==> images/route_heat.png <==
Scale bar: 50 µm. The die is cut into 22 by 22 equal tiles; dark blue is low, red is high, scaled to the fullest tile. Values are wire area over tile area, all layers added.
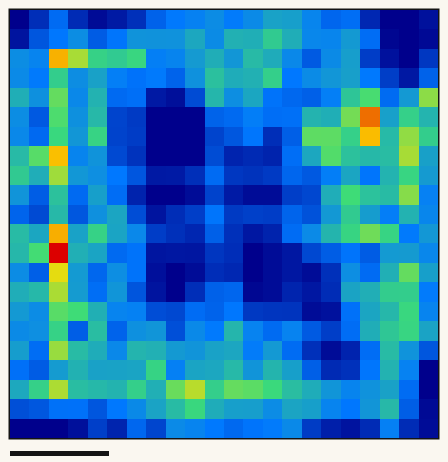
==> images/congestion_map.png <==
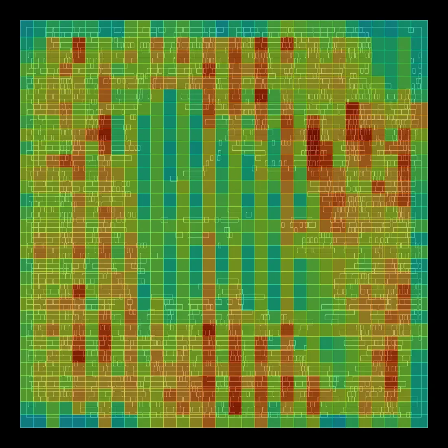
==> images/sizing.png <==
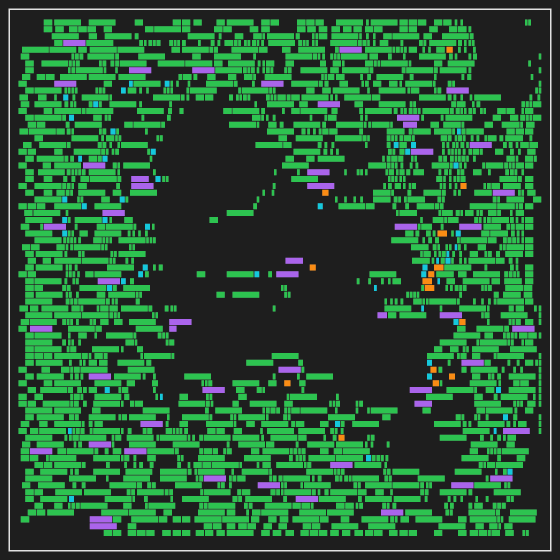
## config.mk

```make
export PLATFORM = sky130hd
export DESIGN_NAME = redmule_job_offloader
export DESIGN_NICKNAME = d
export VERILOG_FILES = /design/src/rtl/redmule_job_offloader.sv
export SDC_FILE = /design/constraint.sdc
export NUM_CORES = 1
export LEC_CHECK = 0
export ABC_AREA = 1
export CAP_MARGIN = 20
export CORE_MARGIN = 3
export CORE_UTILIZATION = 35
export DETAILED_ROUTE_END_ITERATION = 12
export PLACE_DENSITY_LB_ADDON = 0.3
export RECOVER_POWER = 50
export SLEW_MARGIN = 30
export SYNTH_ARGS = -nofsm -noshare
export SYNTH_HDL_FRONTEND = slang
export SYNTH_SLANG_ARGS = --single-unit
export TNS_END_PERCENT = 100
```

## constraint.sdc

```tcl
create_clock -name clk_i -period 22.3 [get_ports clk_i]
set_input_delay 2.23 -clock clk_i [delete_from_list [all_inputs] [get_ports clk_i]]
set_output_delay 2.23 -clock clk_i [all_outputs]
set_load 0.01 [all_outputs]
```

## src/rtl/redmule_job_offloader.sv

```systemverilog
// Offloads one RedMulE job over the periph bus: acquire a context, write the job registers,
// trigger, then wait for the end-of-job event and report the context ID.
module redmule_job_offloader #(
  parameter int unsigned N_JOB_REGS   = 10,
  parameter int unsigned ID_WIDTH     = 8,
  parameter int unsigned RETRY_CYCLES = 4,
  parameter int unsigned OFFLOADER_ID = 0
) (
  input  logic                       clk_i,
  input  logic                       rst_i,

  input  logic                       job_valid_i,
  output logic                       job_ready_o,
  input  logic [N_JOB_REGS*32-1:0]   job_regs_i,

  output logic                       periph_req_o,
  input  logic                       periph_gnt_i,
  output logic [31:0]                periph_add_o,
  output logic                       periph_wen_o,
  output logic [3:0]                 periph_be_o,
  output logic [31:0]                periph_data_o,
  output logic [ID_WIDTH-1:0]        periph_id_o,

  input  logic                       periph_r_valid_i,
  input  logic [31:0]                periph_r_data_i,
  input  logic [ID_WIDTH-1:0]        periph_r_id_i,

  input  logic                       evt_i,

  output logic                       busy_o,
  output logic                       done_o,
  output logic [7:0]                 job_id_o
);

  localparam logic [ID_WIDTH-1:0] OwnId     = ID_WIDTH'(OFFLOADER_ID);
  localparam logic [4:0]          LastIdx   = 5'(N_JOB_REGS - 1);
  localparam logic [7:0]          RetryLast = 8'(RETRY_CYCLES - 1);

  localparam logic [31:0] AddrTrigger = 32'h0000_0000;
  localparam logic [31:0] AddrAcquire = 32'h0000_0004;
  localparam logic [31:0] AddrJobBase = 32'h0000_0040;

  typedef enum logic [3:0] {
    StIdle,
    StAcqReq,
    StAcqRsp,
    StBackoff,
    StWrReq,
    StWrRsp,
    StTrigReq,
    StTrigRsp,
    StWaitEvt,
    StDone
  } state_e;

  state_e      state_q, state_d;
  logic [4:0]  idx_q, idx_d;
  logic [7:0]  retry_q, retry_d;
  logic [7:0]  ctx_q, ctx_d;
  logic [7:0]  job_id_q, job_id_d;
  logic [31:0] buf_q [N_JOB_REGS];

  logic        rsp_ok;
  logic [31:0] wr_data;
  logic [31:0] wr_addr;

  // Only bit 31 (busy) and the low byte (context ID) of the ACQUIRE response matter.
  logic unused_rdata;
  assign unused_rdata = ^periph_r_data_i[30:8];

  // Responses tagged for another initiator are not ours to consume.
  assign rsp_ok = periph_r_valid_i && (periph_r_id_i == OwnId);

  assign wr_addr = AddrJobBase + {25'b0, idx_q, 2'b00};

  always_comb begin
    wr_data = '0;
    for (int i = 0; i < N_JOB_REGS; i++) begin
      if (idx_q == i[4:0]) wr_data = buf_q[i];
    end
  end

  // Job buffer is a plain data store; its contents only matter after an accept.
  always_ff @(posedge clk_i) begin
    if (state_q == StIdle && job_valid_i) begin
      for (int i = 0; i < N_JOB_REGS; i++) begin
        buf_q[i] <= job_regs_i[i*32 +: 32];
      end
    end
  end

  always_ff @(posedge clk_i) begin
    if (rst_i) begin
      state_q  <= StIdle;
      idx_q    <= '0;
      retry_q  <= '0;
      ctx_q    <= '0;
      job_id_q <= '0;
    end else begin
      state_q  <= state_d;
      idx_q    <= idx_d;
      retry_q  <= retry_d;
      ctx_q    <= ctx_d;
      job_id_q <= job_id_d;
    end
  end

  always_comb begin
    state_d  = state_q;
    idx_d    = idx_q;
    retry_d  = retry_q;
    ctx_d    = ctx_q;
    job_id_d = job_id_q;

    unique case (state_q)
      StIdle: begin
        if (job_valid_i) state_d = StAcqReq;
      end
      StAcqReq: begin
        if (periph_gnt_i) state_d = StAcqRsp;
      end
      StAcqRsp: begin
        if (rsp_ok) begin
          if (periph_r_data_i[31]) begin
            retry_d = '0;
            state_d = StBackoff;
          end else begin
            ctx_d   = periph_r_data_i[7:0];
            idx_d   = '0;
            state_d = StWrReq;
          end
        end
      end
      StBackoff: begin
        if (retry_q == RetryLast) begin
          state_d = StAcqReq;
        end else begin
          retry_d = retry_q + 8'd1;
        end
      end
      StWrReq: begin
        if (periph_gnt_i) state_d = StWrRsp;
      end
      StWrRsp: begin
        if (rsp_ok) begin
          idx_d   = idx_q + 5'd1;
          state_d = (idx_q == LastIdx) ? StTrigReq : StWrReq;
        end
      end
      StTrigReq: begin
        if (periph_gnt_i) state_d = StTrigRsp;
      end
      StTrigRsp: begin
        // An event coincident with this response is dropped by design.
        if (rsp_ok) state_d = StWaitEvt;
      end
      StWaitEvt: begin
        if (evt_i) begin
          job_id_d = ctx_q;
          state_d  = StDone;
        end
      end
      StDone: begin
        state_d = StIdle;
      end
      default: begin
        state_d = StIdle;
      end
    endcase
  end

  // Request fields are a pure function of state and index, so they hold until the grant.
  always_comb begin
    periph_req_o  = 1'b0;
    periph_add_o  = '0;
    periph_wen_o  = 1'b0;
    periph_be_o   = '0;
    periph_data_o = '0;

    unique case (state_q)
      StAcqReq: begin
        periph_req_o = 1'b1;
        periph_add_o = AddrAcquire;
        periph_wen_o = 1'b1;
        periph_be_o  = 4'hF;
      end
      StWrReq: begin
        periph_req_o  = 1'b1;
        periph_add_o  = wr_addr;
        periph_be_o   = 4'hF;
        periph_data_o = wr_data;
      end
      StTrigReq: begin
        periph_req_o = 1'b1;
        periph_add_o = AddrTrigger;
        periph_be_o  = 4'hF;
      end
      default: begin
      end
    endcase
  end

  assign periph_id_o = OwnId;
  assign job_ready_o = (state_q == StIdle);
  assign busy_o      = (state_q != StIdle);
  assign done_o      = (state_q == StDone);
  assign job_id_o    = job_id_q;

endmodule

```

==> deck_impl_summary.md <==
Physical Implementation Snapshot

Cells and area
  – Ant diodes: 16
  – Logic area: a little over 0.004 mm²
  – Final-layout non-clock buffer area share: 19.3%
  – Register share of the cell area: approximately half
  – Share of layout cells above drive strength 1: a little over 6%
  – Final nets: 2233
  – Flip-flops: between 300 and 400
  – Leading cell kind: registers
  – Clk tree area frac: under 10%
  – Most frequent logic cell in the layout: nand2_1
  – Most numerous logic cells after layout: 379 x nand2_1, 324 x dlygate4sd3_1, 320 x edfxtp_1
  – Flop area: 0.0103 mm²

Synth
  – Yosys reg bits: 353
  – Yosys aoi share: ~4.5%
  – Synth cell count leaders: 382 x nand2_1, 320 x edfxtp_1, 170 x inv_1
  – Register share after synthesis: around two thirds
  – Warning count from the yosys run: 0
  – Post-Synth Adder-Cell Area: less than 1%
  – Most common cell in the netlist: nand2_1
  – Asr flop ratio synth: 0%
  – Number of enable flip-flop cells: ~320
  – Dominant cell area share: approximately 62%
  – Mean post-synth cell area: roughly 10 µm²
  – Xor/xnor share: less than 1%
  – Area reported by Yosys stat: between 0.015 and 0.02 mm²
  – Main flop type after synthesis: edfxtp_1
  – Top cells by area: edfxtp_1 62%, nand2_1 9.3%, nand3_1 5.2%

Final timing
  – RSZ-0062 raised after global routing: false
  – Final TNS setup: 0 ns
  – Headroom to the max-slew limit: -35.5%
  – Min Tclk post-route: approximately 6.4 ns
  – Max Slew Vio Count: 19
  – Slew at the pin closest to its max-slew limit: approximately 2 ns
  – FMAX: ~0.16 GHz

Setup path
  – WP depth: 12
  – Worst R2R Setup Slack: 17.87 ns
  – Crit-path slowest cell: nand2_2
  – CP delay by family, top: simple AND/OR/NAND/NOR gates
  – Reg-to-Reg Start: state_q[1]
  – FF-to-FF End: buf_q[0][29]
  – Crit Path Class: reg2out
  – Cells on worst reg2reg path: 7
  – CP Buf/Inv Count: 2
  – WP data arrival: around 4.2 ns
  – Critical path's most frequent cell: nand2_1
  – Crit path launch: idx_q[2]
  – Worst setup endpoint: periph_data_o[16]

Pwr
  – Clk pwr share: between 30% and 40%
  – Top Consumer: registers
  – Clk. pwr: 0.661 mW
  – Switch Pwr: 0.518 mW
  – Pwr dens: between 90 and 100 mW/mm²
  – Int Power: roughly 1.4 mW
  – Switching part of the total: between 20% and 30%
  – Logic power comb: 0.328 mW

Run status
  – Status: finished with violations
  – Failing checks: max-capacitance violations, max-slew violations

Placement
  – Placed Area: between 0.015 and 0.02 mm²
  – Worst slack at placement: roughly 16 ns
  – Placer Congestion: ~0.83
  – Placed Cells: ~2400

Global route
  – Grt ovf: 0
  – First-pass GRT wire length: 67400 µm
  – Largest net degree at the start of global routing: between 150 and 200

Detailed routing
  – Vias per cell: between 4 and 5
  – Pre-antenna DRT Iters: 5
  – ANT nets after route: 0
  – Remaining routing DRC violations: 0

Clock network
  – H-tree depth: 2
  – Cts hold-fix bufs: 0
  – CTS root buf: clkbuf_16
  – CTS clk-pin slew, worst paths: 0.05 ns
  – CTS tree: done
  – Largest buffer count on any clock path: 3
  – CTS resizes: 0

Die
  – FP Util: 35.6%
  – DIE AREA: between 0.04 and 0.05 mm²
  – Die width: 216 µm
  – # rows: 76
  – Core area: between 0.04 and 0.05 mm²

Job
  – Max_cap viols: 1

Hold path
  – Worst Hold End: job_id_o[3]
-- route_heat.png (at the start) --
emptiest ninth of the die: middle
mean over tiles: 0.16
fullest tile: 0.59
nearly empty tiles: 6.0%
tiles over half the peak: 7.0%
All-Layer GR Usage: 19.0%
via count: 11530
Avg WL per Cell: 18.1 µm

-- congestion_map.png (at the start) --
busiest layer in global routing: met2
GR Layer Usage met1: 21.9%
Core Util, Final: 48.9%
M2 GR Usage: 33.9%

-- sizing.png (at the start) --
| size | colour | cells | share |
|---|---|---|---|
| x1 and smaller | green | 1777 | 94% |
| x2 | cyan | 52 | 2.7% |
| x3 and x4 | orange | 15 | 0.79% |
| x6 and larger | purple | 51 | 2.7% |
Signal buffers: 408
worst setup margin: 15.88 ns
post-route cell area: 0.0211 mm²
area grow syn2layout: 37.2%

-- registers in the layout (all words and copies together), names as in the netlist --
register,cells
buf_q,320
ctx_q,8
job_id_o,8
retry_q,8
idx_q,5
state_q,4
-- routing by layer --
layer / part of all wire (%) / GRT usage, % / routed length (µm) / vias to the layer above
li1: - / - / - / 5648
met1: 39 / 21.9 / 17400 / 5364
met2: 51 / 33.9 / 23200 / 417
met3: 7.6 / 5.32 / 3450 / 83
met4: 2.3 / 6.19 / 1040 / 18
met5: 0.23 / 0 / 104 / -
-- through the flow --
step / hold WS, ns / power, mW
detailed placement: 0.454 / 1.29
CTS: 0.463 / 1.96
floorplan: 0.461 / 1.21
global placement: 0.449 / 1.28
global route: 0.481 / 2.01
finish: 0.464 / 1.92
Power figures rest on the tool's default switching activity, not on a simulated workload.
